### config.mk
export PLATFORM = sky130hd
export DESIGN_NAME = store_buffer
export DESIGN_NICKNAME = d
export VERILOG_FILES = /design/src/rtl/store_buffer_pkg.sv /design/src/rtl/sb_fifo.sv /design/src/rtl/store_buffer.sv
export SDC_FILE = /design/constraint.sdc
export NUM_CORES = 1
export LEC_CHECK = 0
export CORE_ASPECT_RATIO = 2
export CORE_MARGIN = 4
export CORE_UTILIZATION = 60
export DETAILED_ROUTE_END_ITERATION = 10
export GPL_ROUTABILITY_DRIVEN = 0
export MAX_ROUTING_LAYER = met4
export PLACE_DENSITY = 0.93
export SYNTH_ARGS = -nofsm -noshare
export SYNTH_HDL_FRONTEND = slang
export SYNTH_HIERARCHICAL = 1
export SYNTH_SLANG_ARGS = --single-unit
### constraint.sdc
create_clock -name clk -period 5.05 [get_ports clk]
set_input_delay 1.01 -clock clk [delete_from_list [all_inputs] [get_ports clk]]
set_output_delay 1.01 -clock clk [all_outputs]
set_load 0.01 [all_outputs]
### src/rtl/store_buffer_pkg.sv
// Shared LC-3b types, extended with the store buffer entry layout
// and the two store buffer FSM state encodings.
package lc3b_types;

   typedef logic [15:0] lc3b_word;
   typedef logic [1:0]  lc3b_mem_wmask;

   localparam int SB_DEPTH = 4;

   typedef struct packed {
      lc3b_word      addr;
      lc3b_word      data;
      lc3b_mem_wmask wmask;
   } sb_entry_t;

   typedef enum logic [1:0] {
      U_IDLE,
      U_RESP,
      U_LOAD
   } sb_up_state_t;

   typedef enum logic {
      D_IDLE,
      D_WRITE
   } sb_dr_state_t;

endpackage

### src/rtl/sb_fifo.sv
// Circular store queue with head/tail/count and a word-address
// match across all occupied entries.
module sb_fifo
   import lc3b_types::*;
#(
   parameter int DEPTH = SB_DEPTH,
   localparam int PW = $clog2(DEPTH),
   localparam int CW = PW + 1
) (
   input  logic          clk,
   input  logic          reset_n,
   input  logic          enq,
   input  sb_entry_t     enq_entry,
   input  logic          deq,
   input  logic [14:0]   query_key,
   output sb_entry_t     head_entry,
   output logic [CW-1:0] count,
   output logic          full,
   output logic          empty,
   output logic          match
);

   sb_entry_t        mem [DEPTH];
   logic [PW-1:0]    head;
   logic [PW-1:0]    tail;
   logic [DEPTH-1:0] valid;
   logic [DEPTH-1:0] hit;

   always_ff @(posedge clk or negedge reset_n) begin
      if (!reset_n) begin
         head  <= '0;
         tail  <= '0;
         count <= '0;
         for (int i = 0; i < DEPTH; i++)
            mem[i] <= '0;
      end else begin
         if (enq) begin
            mem[tail] <= enq_entry;
            tail      <= tail + 1'b1;
         end
         if (deq)
            head <= head + 1'b1;
         if (enq && !deq)
            count <= count + 1'b1;
         else if (deq && !enq)
            count <= count - 1'b1;
      end
   end

   // An entry is live when its distance from head is below count.
   always_comb begin
      valid = '0;
      hit   = '0;
      for (int i = 0; i < DEPTH; i++) begin
         valid[i] = {1'b0, PW'(i) - head} < count;
         hit[i]   = mem[i].addr[15:1] == query_key;
      end
   end

   assign match      = |(valid & hit);
   assign head_entry = mem[head];
   assign full       = count == CW'(DEPTH);
   assign empty      = count == '0;

endmodule

### src/rtl/store_buffer.sv
// Posted-write buffer between the mem stage and the L1 dcache:
// stores are acked at once and drained in order, loads pass through.
module store_buffer
   import lc3b_types::*;
#(
   parameter int DEPTH  = SB_DEPTH,
   parameter int ADDR_W = 16,
   parameter int DATA_W = 16
) (
   input  logic                   clk,
   input  logic                   reset_n,
   input  logic [ADDR_W-1:0]      cpu_address,
   input  logic [DATA_W-1:0]      cpu_wdata,
   input  logic                   cpu_read,
   input  logic                   cpu_write,
   input  logic [1:0]             cpu_byte_enable,
   output logic [DATA_W-1:0]      cpu_rdata,
   output logic                   cpu_resp,
   output logic [ADDR_W-1:0]      dc_address,
   output logic [DATA_W-1:0]      dc_wdata,
   output logic [1:0]             dc_byte_enable,
   output logic                   dc_read,
   output logic                   dc_write,
   input  logic [DATA_W-1:0]      dc_rdata,
   input  logic                   dc_resp,
   input  logic                   sb_flush,
   output logic [$clog2(DEPTH):0] sb_count,
   output logic                   sb_empty
);

   sb_up_state_t u_state;
   sb_up_state_t u_next;
   sb_dr_state_t d_state;
   sb_dr_state_t d_next;

   sb_entry_t enq_entry;
   sb_entry_t head_entry;
   logic      enq;
   logic      deq;
   logic      full;
   logic      empty;
   logic      match;
   logic      ld_go;

   assign enq_entry = '{
      addr:  lc3b_word'(cpu_address),
      data:  lc3b_word'(cpu_wdata),
      wmask: cpu_byte_enable
   };

   // A slot frees up in the same cycle a drain completes.
   assign deq = (d_state == D_WRITE) && dc_resp;
   assign enq = (u_state == U_IDLE) && cpu_write && !sb_flush
             && (!full || deq);
   assign ld_go = cpu_read && !cpu_write && !sb_flush && !match;

   sb_fifo #(.DEPTH(DEPTH)) u_fifo (
      .clk        (clk),
      .reset_n    (reset_n),
      .enq        (enq),
      .enq_entry  (enq_entry),
      .deq        (deq),
      .query_key  (cpu_address[15:1]),
      .head_entry (head_entry),
      .count      (sb_count),
      .full       (full),
      .empty      (empty),
      .match      (match)
   );

   always_ff @(posedge clk or negedge reset_n) begin
      if (!reset_n) begin
         u_state   <= U_IDLE;
         d_state   <= D_IDLE;
         cpu_rdata <= '0;
      end else begin
         u_state <= u_next;
         d_state <= d_next;
         if (dc_read && dc_resp)
            cpu_rdata <= dc_rdata;
      end
   end

   always_comb begin
      u_next = u_state;
      unique case (u_state)
         U_IDLE: begin
            if (enq)
               u_next = U_RESP;
            else if (ld_go)
               u_next = U_LOAD;
         end
         U_RESP: u_next = U_IDLE;
         U_LOAD: begin
            if (dc_read && dc_resp)
               u_next = U_RESP;
         end
         default: u_next = U_IDLE;
      endcase
   end

   // A waiting load claims the port only between drain writes.
   always_comb begin
      d_next = d_state;
      unique case (d_state)
         D_IDLE: begin
            if (!empty && u_state != U_LOAD)
               d_next = D_WRITE;
         end
         D_WRITE: begin
            if (dc_resp)
               d_next = D_IDLE;
         end
         default: d_next = D_IDLE;
      endcase
   end

   assign dc_read  = (u_state == U_LOAD) && (d_state == D_IDLE);
   assign dc_write = d_state == D_WRITE;
   assign cpu_resp = u_state == U_RESP;
   assign sb_empty = empty;

   assign dc_address     = dc_read ? cpu_address
                                   : ADDR_W'(head_entry.addr);
   assign dc_wdata       = DATA_W'(head_entry.data);
   assign dc_byte_enable = dc_read ? 2'b00 : head_entry.wmask;

endmodule

==> impl_metrics.env <==
# physical design summary
export IMPL_status="completed"
export IMPL_insertion_delay_ns=0.42
export IMPL_grt_max_degree=69
export IMPL_hold_violations=0
export IMPL_vias=4930
export IMPL_ys_sh_adder_pct=1.601
export IMPL_avgViaCountPerCell=6.079
export IMPL_mux_area_share_pct=32.58
export IMPL_drtIter0Drc=246
export IMPL_r2r_start="u_fifo/head[1]"
export IMPL_warning_count=30
export IMPL_fin_ws_ns=1.242
export IMPL_n_all_inverters=7
export IMPL_worst_hold_path_endpoint="u_fifo/mem[107]"
export IMPL_dp_hpwl_mm=12.83
export IMPL_final_min_clock_period_ns=3.808
export IMPL_power_top_group="combinational logic"
export IMPL_ios=113
export IMPL_seqCellArea_um2=4056
export IMPL_cts_hold_buf=0
export IMPL_comb_power_share_pct=44.3
export IMPL_max_freq_ghz=0.2626
export IMPL_p_sw_share_pct=33.24
export IMPL_irDropWorstVdd_uv=504.7
export IMPL_cts_tree="done"
export IMPL_worstMarginPinSlew_ns=1.066
export IMPL_cp_endpoint="dc_address[8]"
export IMPL_grt_pass1_wl_mm=30.08
export IMPL_fin_area_um2=9879
export IMPL_slew_violations=0
export IMPL_largest_class="registers"
export IMPL_post_route_period_util_pct=75.40
export IMPL_logic_area_um2=3812
export IMPL_n_antenna_cell=0
export IMPL_netlist_area_um2=8284
export IMPL_place_area_um2=9256
export IMPL_initCoreUtil_pct=61.31
export IMPL_drt_wl_total_mm=18.61
export IMPL_p_per_area_nw_per_um2=703.9
export IMPL_clkPwrFrac_pct=19.5
export IMPL_core_area_um2=13510
export IMPL_path_max_fanout=14
export IMPL_async_reset_ff_share_pct=100.0
[registers in the layout, summed over array words and instances, names as in the netlist]
| name | cells |
|---|---|
| u_fifo/count | 3 |
| cpu_rdata | 16 |
| u_fifo/tail | 2 |
| u_state | 2 |
| u_fifo/mem | 136 |
| dc_write | 1 |
| u_fifo/head | 2 |
[layer usage]
metal,GRT usage (%),wire length [µm]
met5,-,0
met4,13.54,922
met3,5.024,862
met2,44.72,10350
met1,25.95,6471
[per-stage QoR]
stage	power [mW]	util (%)	hold slack [ns]	std cells
global route	7.321	73.11	0.5171	811
CTS	7.018	73.11	0.4918	811
floorplan	4.335	-	0.4587	547
detailed placement	5.634	68.50	0.4768	779
global placement	5.449	68.50	0.4677	779
finish	6.954	73.11	0.4896	811
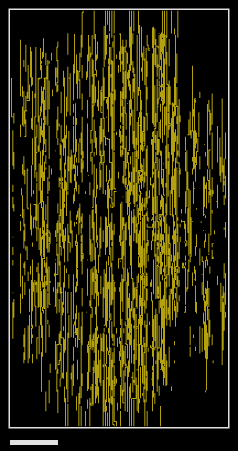
Fig. 1. Met2 routing.
The bar under the picture is 20 µm long.
The layer holds 56% of the routed length. The layer carries 10400 µm of wire. 667 nets have wire on it. The wires run mostly vertical. The longest straight run is 53.7 µm.

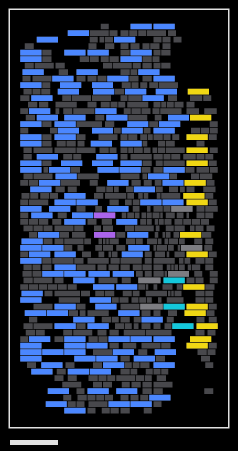
Fig. 2. Sequential cells colored by netlist name.
The bar under the picture is 20 µm long. Other sequential cells in the stronger gray, the rest of the logic in the fainter gray.
u_fifo/mem: shown in blue, sequential cells 136. cpu_rdata: shown in yellow, sequential cells 16. u_fifo/count: shown in cyan, sequential cells 3. u_fifo/tail: shown in purple, sequential cells 2.
Another 5 sequential cells are not colored.

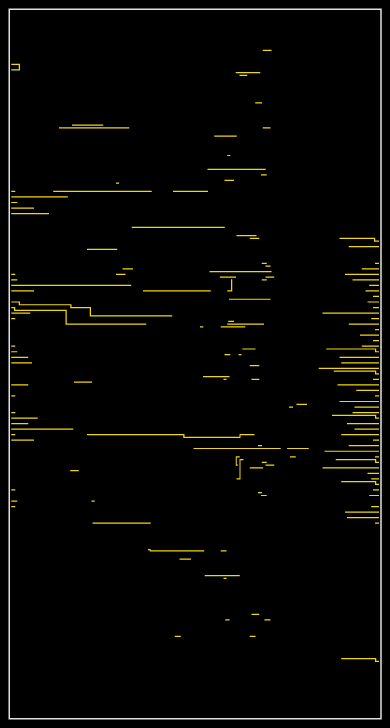
Fig. 3. M3 wires.
The longest straight run is 29.2 µm. The layer carries 862 µm of wire. The layer holds 4.6% of the routed length. The wires run mostly horizontal.

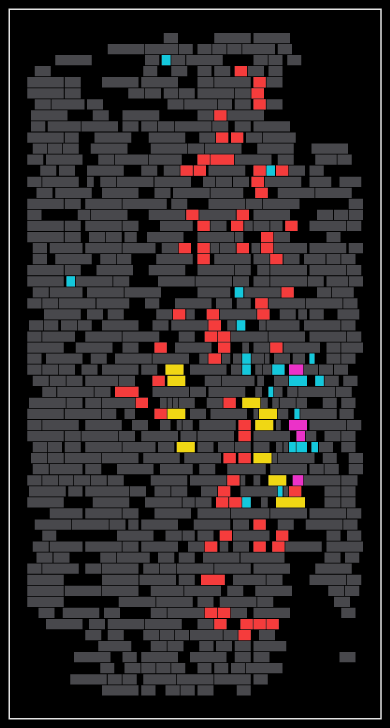
Fig. 4. Logic cells by family.
fa/ha/maj cells: shown in yellow, cells 10, most used ha_1. xor and xnor cells: shown in red, cells 67, most used xnor2_1, where a vertical strip down the middle. and/or cells: shown in magenta, cells 4, where middle right. nor cells: shown in cyan, cells 18, most used nor4_1.
Finished Layout Cells: 811
Commonest Layout Cell: dfrtp_1
logic share of the area: 38.59%

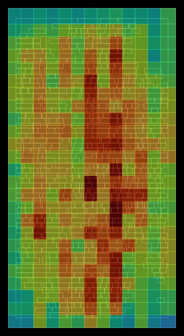
Fig. 5. Congestion heat map.
met3 Resource Use GR: 5.024%
GRT Max-Usage Layer: met2
grt met1 use: 25.95%

No activity file was given, so power comes from the tool's default toggle rates.
